`src/rtl/tfe_pkg.sv`:
```
// Shared types and constants for the TFE feature path.
package tfe_pkg;

  localparam int unsigned TFE_FEAT_W = 256;
  localparam int unsigned TFE_BYTE_W = 8;
  localparam int unsigned TFE_CNT_W  = 16;

  typedef enum logic {
    FILL,
    HOLD
  } tfe_pack_state_e;

  typedef logic [TFE_CNT_W-1:0] tfe_frame_cnt_t;

endpackage

```
`src/rtl/tfe_pack_out_reg.sv`:
```
// Single-entry output holding register: full flag, stall on out_ready_i, one-shot valid.
module tfe_pack_out_reg #(
  parameter int unsigned W = 256
) (
  input  logic         clk,
  input  logic         rst_n,
  input  logic         load_i,
  input  logic [W-1:0] data_i,
  input  logic         last_i,
  input  logic         out_ready_i,
  output logic         can_load_o,
  output logic         valid_o,
  output logic         last_o,
  output logic [W-1:0] data_o
);

  logic         full_q, full_d;
  logic         last_q, last_d;
  logic [W-1:0] data_q, data_d;

  always_comb begin
    valid_o    = full_q & out_ready_i;
    last_o     = valid_o & last_q;
    can_load_o = ~full_q | out_ready_i;
    data_o     = data_q;
  end

  always_comb begin
    full_d = load_i | (full_q & ~out_ready_i);
    data_d = load_i ? data_i : data_q;
    last_d = load_i ? last_i : last_q;
  end

  always_ff @(posedge clk or negedge rst_n) begin
    if (!rst_n) begin
      full_q <= 1'b0;
      last_q <= 1'b0;
      data_q <= '0;
    end else begin
      full_q <= full_d;
      last_q <= last_d;
      data_q <= data_d;
    end
  end

endmodule

```
`src/rtl/tfe_feature_packer.sv`:
```
// Packs IN_W-bit beats into OUT_W-bit feature words with end-of-frame zero padding.
// Optional build macro: TFE_PACK_BYTESWAP_EN reverses byte order within each beat.
module tfe_feature_packer
  import tfe_pkg::*;
#(
  parameter int unsigned IN_W  = 32,
  parameter int unsigned OUT_W = TFE_FEAT_W,
  parameter int unsigned CNT_W = $bits(tfe_frame_cnt_t)
) (
  input  logic             clk,
  input  logic             rst,
  input  logic [IN_W-1:0]  i_data,
  input  logic             i_valid,
  input  logic             i_last,
  output logic             o_ready,
  output logic [OUT_W-1:0] o_feature,
  output logic             o_feature_valid,
  input  logic             i_out_ready,
  output logic             o_frame_done,
  output logic [CNT_W-1:0] o_frame_words
);

  localparam int unsigned BEATS = OUT_W / IN_W;
  localparam int unsigned IDX_W = (BEATS > 1) ? $clog2(BEATS) : 1;
  localparam int unsigned NBYTE = IN_W / TFE_BYTE_W;
  localparam logic [IDX_W-1:0] LAST_IDX = IDX_W'(BEATS - 1);

  tfe_pack_state_e  state_q, state_d;
  logic             rdy_q;
  logic [IDX_W-1:0] idx_q, idx_d;
  logic [OUT_W-1:0] acc_q, acc_d;
  logic             last_q, last_d;
  logic [CNT_W-1:0] cnt_q, cnt_d;
  logic [CNT_W-1:0] words_q, words_d;
  logic [CNT_W-1:0] cnt_inc;

  logic [IN_W-1:0]  beat;
  logic [OUT_W-1:0] merged;
  logic             accept, complete;
  logic             load, load_last, can_load;
  logic [OUT_W-1:0] load_data;
  logic             out_valid, out_last;

`ifdef TFE_PACK_BYTESWAP_EN
  always_comb begin
    beat = '0;
    for (int unsigned b = 0; b < NBYTE; b++)
      beat[b*TFE_BYTE_W +: TFE_BYTE_W] = i_data[(NBYTE-1-b)*TFE_BYTE_W +: TFE_BYTE_W];
  end
`else
  always_comb beat = i_data;
`endif

  // Upper beats of acc_q are always zero here, which provides the end-of-frame pad.
  always_comb begin
    merged = acc_q;
    for (int unsigned k = 0; k < BEATS; k++)
      if (idx_q == IDX_W'(k)) merged[k*IN_W +: IN_W] = beat;
  end

  always_ff @(posedge clk or negedge rst) begin
    if (!rst) begin
      state_q <= FILL;
      rdy_q   <= 1'b0;
    end else begin
      state_q <= state_d;
      rdy_q   <= 1'b1;
    end
  end

  always_comb begin
    state_d = state_q;
    case (state_q)
      FILL:    if (complete && !can_load) state_d = HOLD;
      HOLD:    if (can_load) state_d = FILL;
      default: state_d = FILL;
    endcase
  end

  always_comb begin
    o_ready   = rdy_q && (state_q == FILL);
    accept    = i_valid & o_ready;
    complete  = accept & (i_last | (idx_q == LAST_IDX));
    load      = (state_q == HOLD) ? can_load : (complete & can_load);
    load_data = (state_q == HOLD) ? acc_q : merged;
    load_last = (state_q == HOLD) ? last_q : i_last;
  end

  // A completed word that cannot move out stays in acc_q through HOLD and clears on transfer.
  always_comb begin
    idx_d  = idx_q;
    acc_d  = acc_q;
    last_d = last_q;
    if (accept) begin
      idx_d = complete ? '0 : idx_q + IDX_W'(1);
      acc_d = (complete && can_load) ? '0 : merged;
      if (complete) last_d = i_last;
    end else if (state_q == HOLD && can_load) begin
      acc_d = '0;
    end
  end

  always_comb begin
    cnt_inc = (&cnt_q) ? cnt_q : cnt_q + CNT_W'(1);
    cnt_d   = cnt_q;
    words_d = words_q;
    if (out_valid) begin
      if (out_last) begin
        cnt_d   = '0;
        words_d = cnt_inc;
      end else begin
        cnt_d = cnt_inc;
      end
    end
  end

  always_ff @(posedge clk or negedge rst) begin
    if (!rst) begin
      idx_q   <= '0;
      acc_q   <= '0;
      last_q  <= 1'b0;
      cnt_q   <= '0;
      words_q <= '0;
    end else begin
      idx_q   <= idx_d;
      acc_q   <= acc_d;
      last_q  <= last_d;
      cnt_q   <= cnt_d;
      words_q <= words_d;
    end
  end

  tfe_pack_out_reg #(
    .W (OUT_W)
  ) u_out_reg (
    .clk         (clk),
    .rst_n       (rst),
    .load_i      (load),
    .data_i      (load_data),
    .last_i      (load_last),
    .out_ready_i (i_out_ready),
    .can_load_o  (can_load),
    .valid_o     (out_valid),
    .last_o      (out_last),
    .data_o      (o_feature)
  );

  always_comb begin
    o_feature_valid = out_valid;
    o_frame_done    = out_last;
    o_frame_words   = out_last ? cnt_inc : words_q;
  end

endmodule

```
`config.mk`:
```
export PLATFORM = sky130hd
export DESIGN_NAME = tfe_feature_packer
export DESIGN_NICKNAME = d
export VERILOG_FILES = /design/src/rtl/tfe_pkg.sv /design/src/rtl/tfe_pack_out_reg.sv /design/src/rtl/tfe_feature_packer.sv
export SDC_FILE = /design/constraint.sdc
export NUM_CORES = 1
export LEC_CHECK = 0
export CAP_MARGIN = 20
export CORE_UTILIZATION = 55
export CTS_CLUSTER_DIAMETER = 50
export CTS_CLUSTER_SIZE = 12
export DETAILED_ROUTE_END_ITERATION = 6
export PLACE_DENSITY = 0.9
export REMOVE_ABC_BUFFERS = 1
export SLEW_MARGIN = 10
export SYNTH_ARGS = -nofsm -noshare
export SYNTH_HDL_FRONTEND = slang
export SYNTH_SLANG_ARGS = --single-unit
```
`constraint.sdc`:
```
create_clock -name clk -period 3.15 [get_ports clk]
set_clock_uncertainty 0.05 [all_clocks]
set_input_delay 0.4725 -clock clk [delete_from_list [all_inputs] [get_ports clk]]
set_output_delay 0.4725 -clock clk [all_outputs]
set_load 0.005 [all_outputs]
```
Run 1, cell placement:
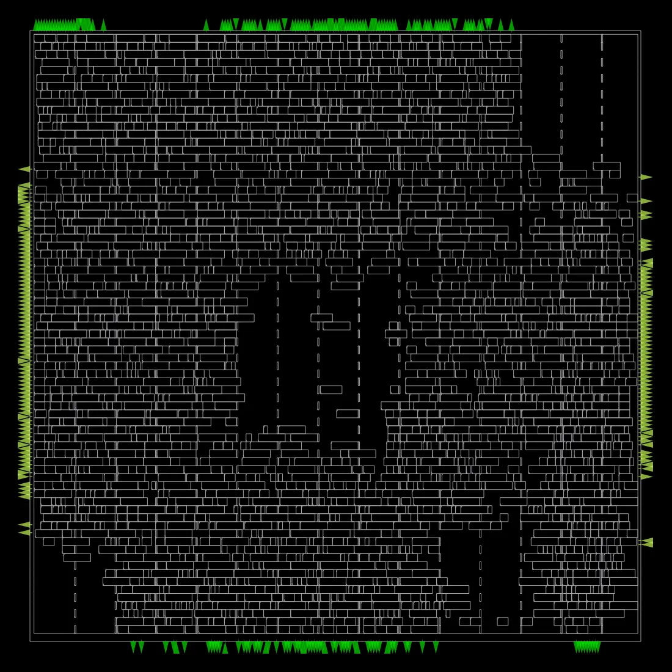
fin cells: 2812
row cnt: 75
Finished Core Util: 0.688

Run 1, met2 routing:
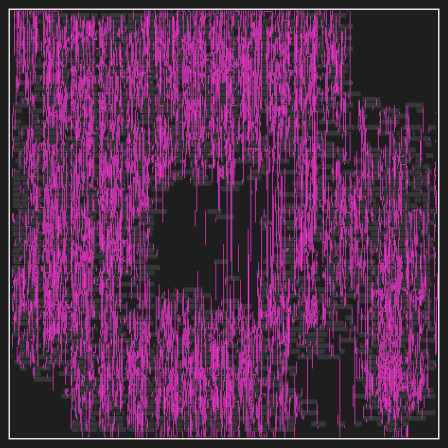
nets with wire on the layer: 2069
longest straight run: 73.1 um
share of all routed wire: 47%
wire length on this layer: 32.5 mm
DRT Wirelength: 69.0 mm
Via Count: 17.9k
grt met2 use: 0.496

==> impl_metrics.env, run 1 <==
# source this file to load flow results
export IMPL_status="complete, but fails checks"
export IMPL_violations="setup timing"
export IMPL_fa_ha_area_frac=0.00375
export IMPL_grt_max_degree=143
export IMPL_endpoint="o_frame_words[11]"
export IMPL_timing_hold_ws_ps=393
export IMPL_fin_crit_ps=3230
export IMPL_yosys_cells=1998
export IMPL_crit_buf_inv=2
export IMPL_taps=539
export IMPL_mux_share=0.112
export IMPL_die_width_um=208
export IMPL_die_area_mm2=0.0433
export IMPL_final_seq_area_mm2=0.0138
export IMPL_synthSimpleGateAreaFrac=0.0697
export IMPL_ys_ff=552
export IMPL_lay_top_cells="542 x dfrtp_1, 307 x clkdlybuf4s50_1, 290 x nand2_1"
export IMPL_pre_cts_slack_ps=185
export IMPL_nNonClkBuffers=391
export IMPL_drv_slew=0
export IMPL_grtUsageMet3=0.0543
export IMPL_path_class="flip-flop to primary output"
export IMPL_sh_comb_area=0.303
export IMPL_reg2reg_from="idx_q[0]"
export IMPL_met1_length_mm=27.8
export IMPL_slowest_stage="nor4b_1"
export IMPL_ir_drop_mv=0.413
export IMPL_insertion_delay_ps=610
export IMPL_clock_sinks=552
export IMPL_clkTransAtPathRegs_ps=60
export IMPL_synthXorXnorAreaFrac=0.00150
export IMPL_crit_path_max_fanout=7
export IMPL_postSynthCellCount=1998
export IMPL_root_buffer="clkbuf_16"
export IMPL_worst_slew_pin_slew_ps=1180
export IMPL_die_y_um=208
export IMPL_ys_sh_aoi=0.175
export IMPL_tns_ps=-142
export IMPL_hpwlAfterDp_mm=41.8
export IMPL_ff2ff_path_depth=8
export IMPL_placed_cell_area_mm2=0.0269
export IMPL_cts_tree="done"
export IMPL_worst_path_stages=7
export IMPL_synth_top_area_share=0.592
export IMPL_fmax_mhz=309
export IMPL_comb_area_mm2=0.00874
export IMPL_drive_above_1_share=0.0924
export IMPL_nonClkBufAreaFrac=0.141
export IMPL_wl_per_cell_um=24.6
export IMPL_ant_nets=0
export IMPL_port_buffers=311
export IMPL_synth_area_per_cell_um2=11.7
export IMPL_cts_max_level=2
export IMPL_biggestCellCategory="registers"
export IMPL_seq_cells=552
export IMPL_fillCellCount=2782
export IMPL_yosys_top_cells_count="552 x dfrtp_1, 290 x nand2_1, 260 x mux2i_1, 257 x a22o_1, 172 x o21ai_0"
export IMPL_hold_buffers=1
export IMPL_grt_pass1_wl_mm=106
export IMPL_hold_viol_final=0
export IMPL_required_ps=2630
export IMPL_nClkBuffers=59
export IMPL_gp_congestion=0.888
export IMPL_maxSlewHeadroom=0.212
export IMPL_maxCapViolCount=0
export IMPL_crit_path_max_incr_delay_ps=540
export IMPL_busiest_layer="met2"
export IMPL_grt_ovfl_total=0
export IMPL_ys_flop_type="dfrtp_1"
export IMPL_yosys_top_cells_area="dfrtp_1 59%, mux2i_1 11%, a22o_1 9.6%"
export IMPL_clockBufferDepth=3
export IMPL_async_flop_share=1.00
export IMPL_top_cell="dfrtp_1"
export IMPL_grt_util_all_layers=0.318
export IMPL_ctsResizeCount=24
export IMPL_seq_share=0.479
export IMPL_fin_total_pwr_mw=18.0
export IMPL_setup_viol=4
export IMPL_ys_types=57
export IMPL_cts_buffers=54
export IMPL_netlist_logic_family_top="AND-OR/OR-AND gates"
export IMPL_min_period_over_period=1.03
export IMPL_n_antenna_cell=0
export IMPL_cp_top_family="simple AND/OR/NAND/NOR gates"
export IMPL_grt_pass1_vias=18300
export IMPL_rsz0062_at_grt="true"
export IMPL_crit_start="cnt_q[0]"
export IMPL_dr_wl_met3_mm=5.61
export IMPL_ys_area_mm2=0.0233
export IMPL_r2r_setup_slack_ps=310
export IMPL_nMultiInputCombCells=1255
export IMPL_tool_warnings=37
export IMPL_yosys_stat_seqShare=0.592
export IMPL_start_kind="flip-flop"
export IMPL_fp_utilization=0.557
export IMPL_ios=312
export IMPL_drc=0
export IMPL_cts_setup_buffers=9
export IMPL_r2r_end="acc_q[245]"
export IMPL_highest_signal_layer="met5"
export IMPL_layout_cells_most_common="dfrtp_1"
export IMPL_p_per_area_mw_per_mm2=624
export IMPL_wl_met2_mm=32.5
export IMPL_timing_critical_path_to_type="primary output"
export IMPL_netlist_area_mm2=0.0233
export IMPL_inv_count=8
export IMPL_finalInstanceArea_mm2=0.0289
export IMPL_dp_cells=2718
export IMPL_timing_final_ws_setup_ps=-82.0
export IMPL_nNetsFinal=2306
export IMPL_via_per_inst=6.37
export IMPL_synth_edff_count=0
export IMPL_path_cells="buf_4, nand4_1, nor2_2, nand2_1, nor4b_1, o31ai_2, clkdlybuf4s50_1"
export IMPL_yosysWarnings=0
export IMPL_grt_antenna_before_repair=1
export IMPL_crit_arrival_ps=2710
Run 1, sequential cells grouped by signal name:
Other sequential cells in the stronger gray, the rest of the logic in the fainter gray.
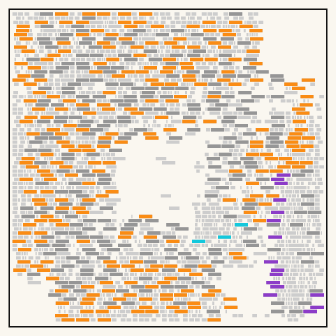
| netlist name | color | sequential cells |
|---|---|---|
| u_out_reg.data_o | orange | 256 |
| cnt_q | purple | 16 |
| idx_q | cyan | 3 |
not colored: 277

Run 1, M1 wires:
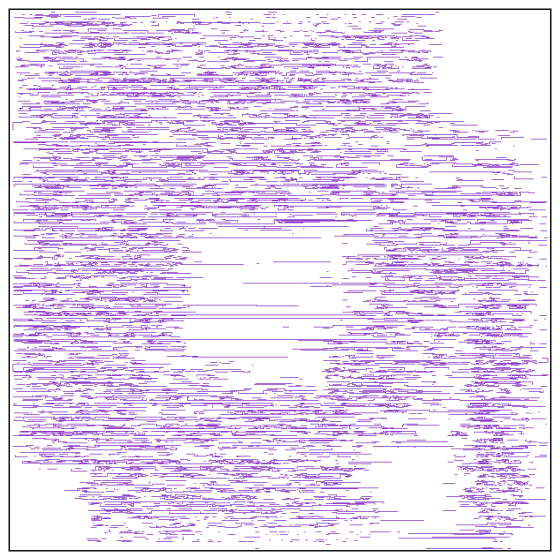
main direction: horizontal
nets with wire on the layer: 2142
longest straight run: 88.8 um
GR Layer Usage met1: 0.437

==> run 1: report_power, final <==
group	internal (mW)	leakage (nW)	switching (mW)
clock	3.35	0.752	2.66
sequential	7.83	7.53	0.570
combinational	1.80	5.33	1.79
total	13.0	13.6	5.03
==> run 1: logic make-up (layout without fill, tap and decap cells) <==
logic type / count (synthesis) / after routing
other cells: 1 / 1
flops: 552 / 552
xor+xnor: 4 / 4
compound gates: 600 / 600
buf+inv: 191 / 466
mux: 262 / 262
fa+ha+maj: 7 / 7
simple gates: 381 / 381
==> run 1: sequential cells by signal, summed over array words and instances (netlist names) <==
register,cells
acc_q,256
u_out_reg.data_o,256
cnt_q,16
words_q,16
idx_q,3
last_q,1
rdy_q,1
state_q,1
u_out_reg.full_q,1
u_out_reg.last_q,1
Run 1, placement density heat map:
The die is cut into 21 by 21 equal tiles; white is low, dark blue is high, 0 to 100% covered.
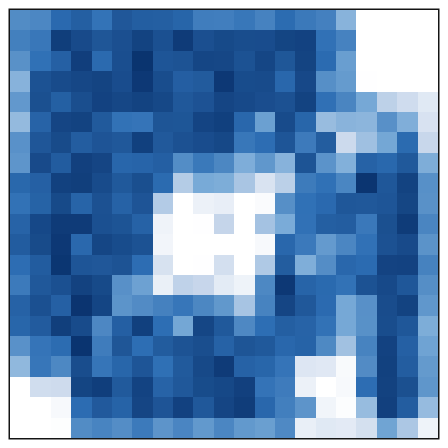

## Run 2: what changed since run 1
--- a/config.mk
+++ b/config.mk
@@ -6,6 +6,7 @@
 export NUM_CORES = 1
 export LEC_CHECK = 0
 export CAP_MARGIN = 20
+export CORE_ASPECT_RATIO = 0.9
 export CORE_UTILIZATION = 55
 export CTS_CLUSTER_DIAMETER = 50
 export CTS_CLUSTER_SIZE = 12
==> constraint.sdc (replaced) <==
create_clock -name clk -period 3.15 [get_ports clk]
set_clock_uncertainty 0.05 [all_clocks]
set_input_delay 0.4725 -clock clk [delete_from_list [all_inputs] [get_ports clk]]
set_output_delay 0.4725 -clock clk [all_outputs]
set_load 0.05 [all_outputs]
Run 2, placement density heat map:
The die is cut into 22 by 20 equal tiles; white is low, dark blue is high, 0 to 100% covered.
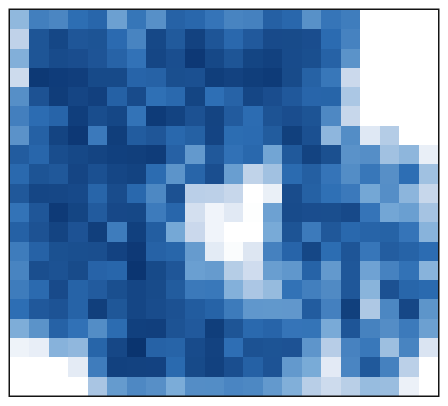
tiles over 75% full: 53%
emptiest ninth of the die: top right
nearly empty tiles: 8.9%
mean over tiles: 65%
fullest tile: 99%
Finished Core Util: 0.691
Starting Density: 0.558
Core Area: 0.0418 mm2

Run 2, met2 routing:
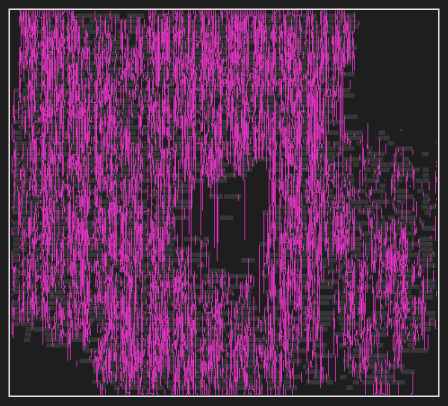
nets with wire on the layer: 2036
longest straight run: 97.6 um
main direction: vertical

==> impl_metrics.env, run 2 <==
# source this file to load flow results
export IMPL_p_comb_frac=0.277
export IMPL_ys_types=57
export IMPL_power_frac_clock=0.303
export IMPL_grt_ovfl_total=0
export IMPL_drv_slew=0
export IMPL_postSynthCellCount=1998
export IMPL_p_per_area_mw_per_mm2=695
export IMPL_fin_cells=2799
export IMPL_lay_top_cells="549 x dfrtp_1, 292 x clkdlybuf4s50_1, 290 x nand2_1"
export IMPL_timing_critical_path_to_type="flip-flop"
export IMPL_synth_top_area_share=0.592
export IMPL_routed_wirelength_mm=69.2
export IMPL_r2r_end="acc_q[59]"
export IMPL_r2r_setup_slack_ps=70
export IMPL_drc=0
export IMPL_grt_max_degree=113
export IMPL_clock_sinks=552
export IMPL_ys_ff=552
export IMPL_ctsResizeCount=8
export IMPL_fmax_mhz=325
export IMPL_crit_arrival_ps=3550
export IMPL_clkTransAtPathRegs_ps=60
export IMPL_met1_length_mm=28.1
export IMPL_fillCellCount=2745
export IMPL_status="complete, no violations"
export IMPL_tool_warnings=32
export IMPL_pwr_group_clock_mw=6.09
export IMPL_placed_cell_area_mm2=0.0271
export IMPL_die_area_mm2=0.0433
export IMPL_grt_util_all_layers=0.321
export IMPL_pre_cts_slack_ps=132
export IMPL_tns_ps=0
export IMPL_timing_final_ws_setup_ps=72.1
export IMPL_maxCapViolCount=0
export IMPL_gp_congestion=0.836
export IMPL_yosysWarnings=0
export IMPL_timing_hold_ws_ps=381
export IMPL_fin_total_pwr_mw=20.1
export IMPL_grt_pass1_wl_mm=106
export IMPL_layout_cells_most_common="dfrtp_1"
export IMPL_path_class="flip-flop to flip-flop"
export IMPL_yosys_stat_seqShare=0.592
export IMPL_n_antenna_cell=0
export IMPL_top_power_group="sequential cells"
export IMPL_hold_buffers=1
export IMPL_cp_top_family="simple AND/OR/NAND/NOR gates"
export IMPL_via_per_inst=6.32
export IMPL_mux_share=0.112
export IMPL_netlist_area_mm2=0.0233
export IMPL_comb_area_mm2=0.00869
export IMPL_sw_frac_of_total=0.348
export IMPL_ios=312
export IMPL_grtUsageMet2=0.494
export IMPL_crit_path_max_fanout=32
export IMPL_reg2reg_from="idx_q[0]"
export IMPL_yosys_top_cells_area="dfrtp_1 59%, mux2i_1 11%, a22o_1 9.6%"
export IMPL_root_buffer="clkbuf_16"
export IMPL_clockBufferDepth=3
export IMPL_drt_iter0_drc=1685
export IMPL_p_switching_mw=6.98
export IMPL_nNetsFinal=2286
export IMPL_die_y_um=197
export IMPL_synthXorXnorAreaFrac=0.00150
export IMPL_die_width_um=219
export IMPL_cts_setup_buffers=2
export IMPL_yosys_cells=1998
export IMPL_required_ps=3630
export IMPL_num_rows=71
export IMPL_final_seq_area_mm2=0.0138
export IMPL_min_period_over_period=0.977
export IMPL_finalInstanceArea_mm2=0.0289
export IMPL_maxSlewHeadroom=0.234
export IMPL_busiest_layer="met2"
export IMPL_hpwlAfterDp_mm=42.0
export IMPL_drive_above_1_share=0.0861
export IMPL_crit_buf_inv=1
export IMPL_synth_area_per_cell_um2=11.7
export IMPL_insertion_delay_ps=620
export IMPL_synth_edff_count=0
export IMPL_wl_per_cell_um=24.7
export IMPL_highest_signal_layer="met4"
export IMPL_dp_cells=2724
export IMPL_ir_drop_mv=0.601
export IMPL_hold_viol_final=0
export IMPL_worst_slew_pin_slew_ps=1150
export IMPL_yosys_top_cells_count="552 x dfrtp_1, 290 x nand2_1, 260 x mux2i_1, 257 x a22o_1, 172 x o21ai_0"
export IMPL_ys_flop_type="dfrtp_1"
export IMPL_seqPwrFrac=0.420
export IMPL_cts_max_level=2
export IMPL_grt_antenna_before_repair=0
export IMPL_dr_wl_met3_mm=6.13
export IMPL_fin_crit_ps=3080
export IMPL_port_buffers=311
export IMPL_grtUsageMet3=0.0664
export IMPL_p_comb_mw=5.55
export IMPL_cts_tree="done"
export IMPL_worst_path_stages=8
export IMPL_top_cell="dfrtp_1"
export IMPL_grtUsageMet1=0.440
export IMPL_grt_pass1_vias=18200
export IMPL_setup_viol=0
export IMPL_ff2ff_path_depth=8
export IMPL_num_vias=17700
export IMPL_synthSimpleGateAreaFrac=0.0697
export IMPL_crit_path_max_incr_delay_ps=860
export IMPL_path_cells="ha_1, ha_1, or2_4, nand2_1, nand2_1, buf_12, nor2_4, a22o_1"
export IMPL_ys_area_mm2=0.0233
export IMPL_p_int_mw=13.1
export IMPL_ys_sh_aoi=0.175
export IMPL_netlist_logic_family_top="AND-OR/OR-AND gates"
export IMPL_slowest_stage="nor2_4"
export IMPL_wl_met2_mm=32.2
export IMPL_p_seq_mw=8.44
export IMPL_cts_buffers=54
export IMPL_async_flop_share=1.00
-- run 2: cell counts after synthesis --
No cell type changed its count.
-- run 2: worst max-delay path by stage --
stage / from / to / slack (ps)
floorplan: idx_q[0] / u_out_reg.data_o[0] / -7700
global placement: cnt_q[0] / o_frame_words[8] / 190
detailed placement: idx_q[0] / acc_q[151] / 130
CTS: cnt_q[0] / o_frame_words[14] / 4
global route: cnt_q[13] / o_frame_words[3] / -8
finish: idx_q[0] / acc_q[59] / 70
-- run 2: area by class of cell --
cell class                 count  area share
timing repair buffer         371       0.143
clock inverter                 9     0.00636
tap                          547      0.0237
sequential                   552       0.478
inverter                       8     0.00104
clock buffer                  57      0.0475
multi-input combinational   1255       0.301
Power figures rest on the tool's default switching activity, not on a simulated workload.
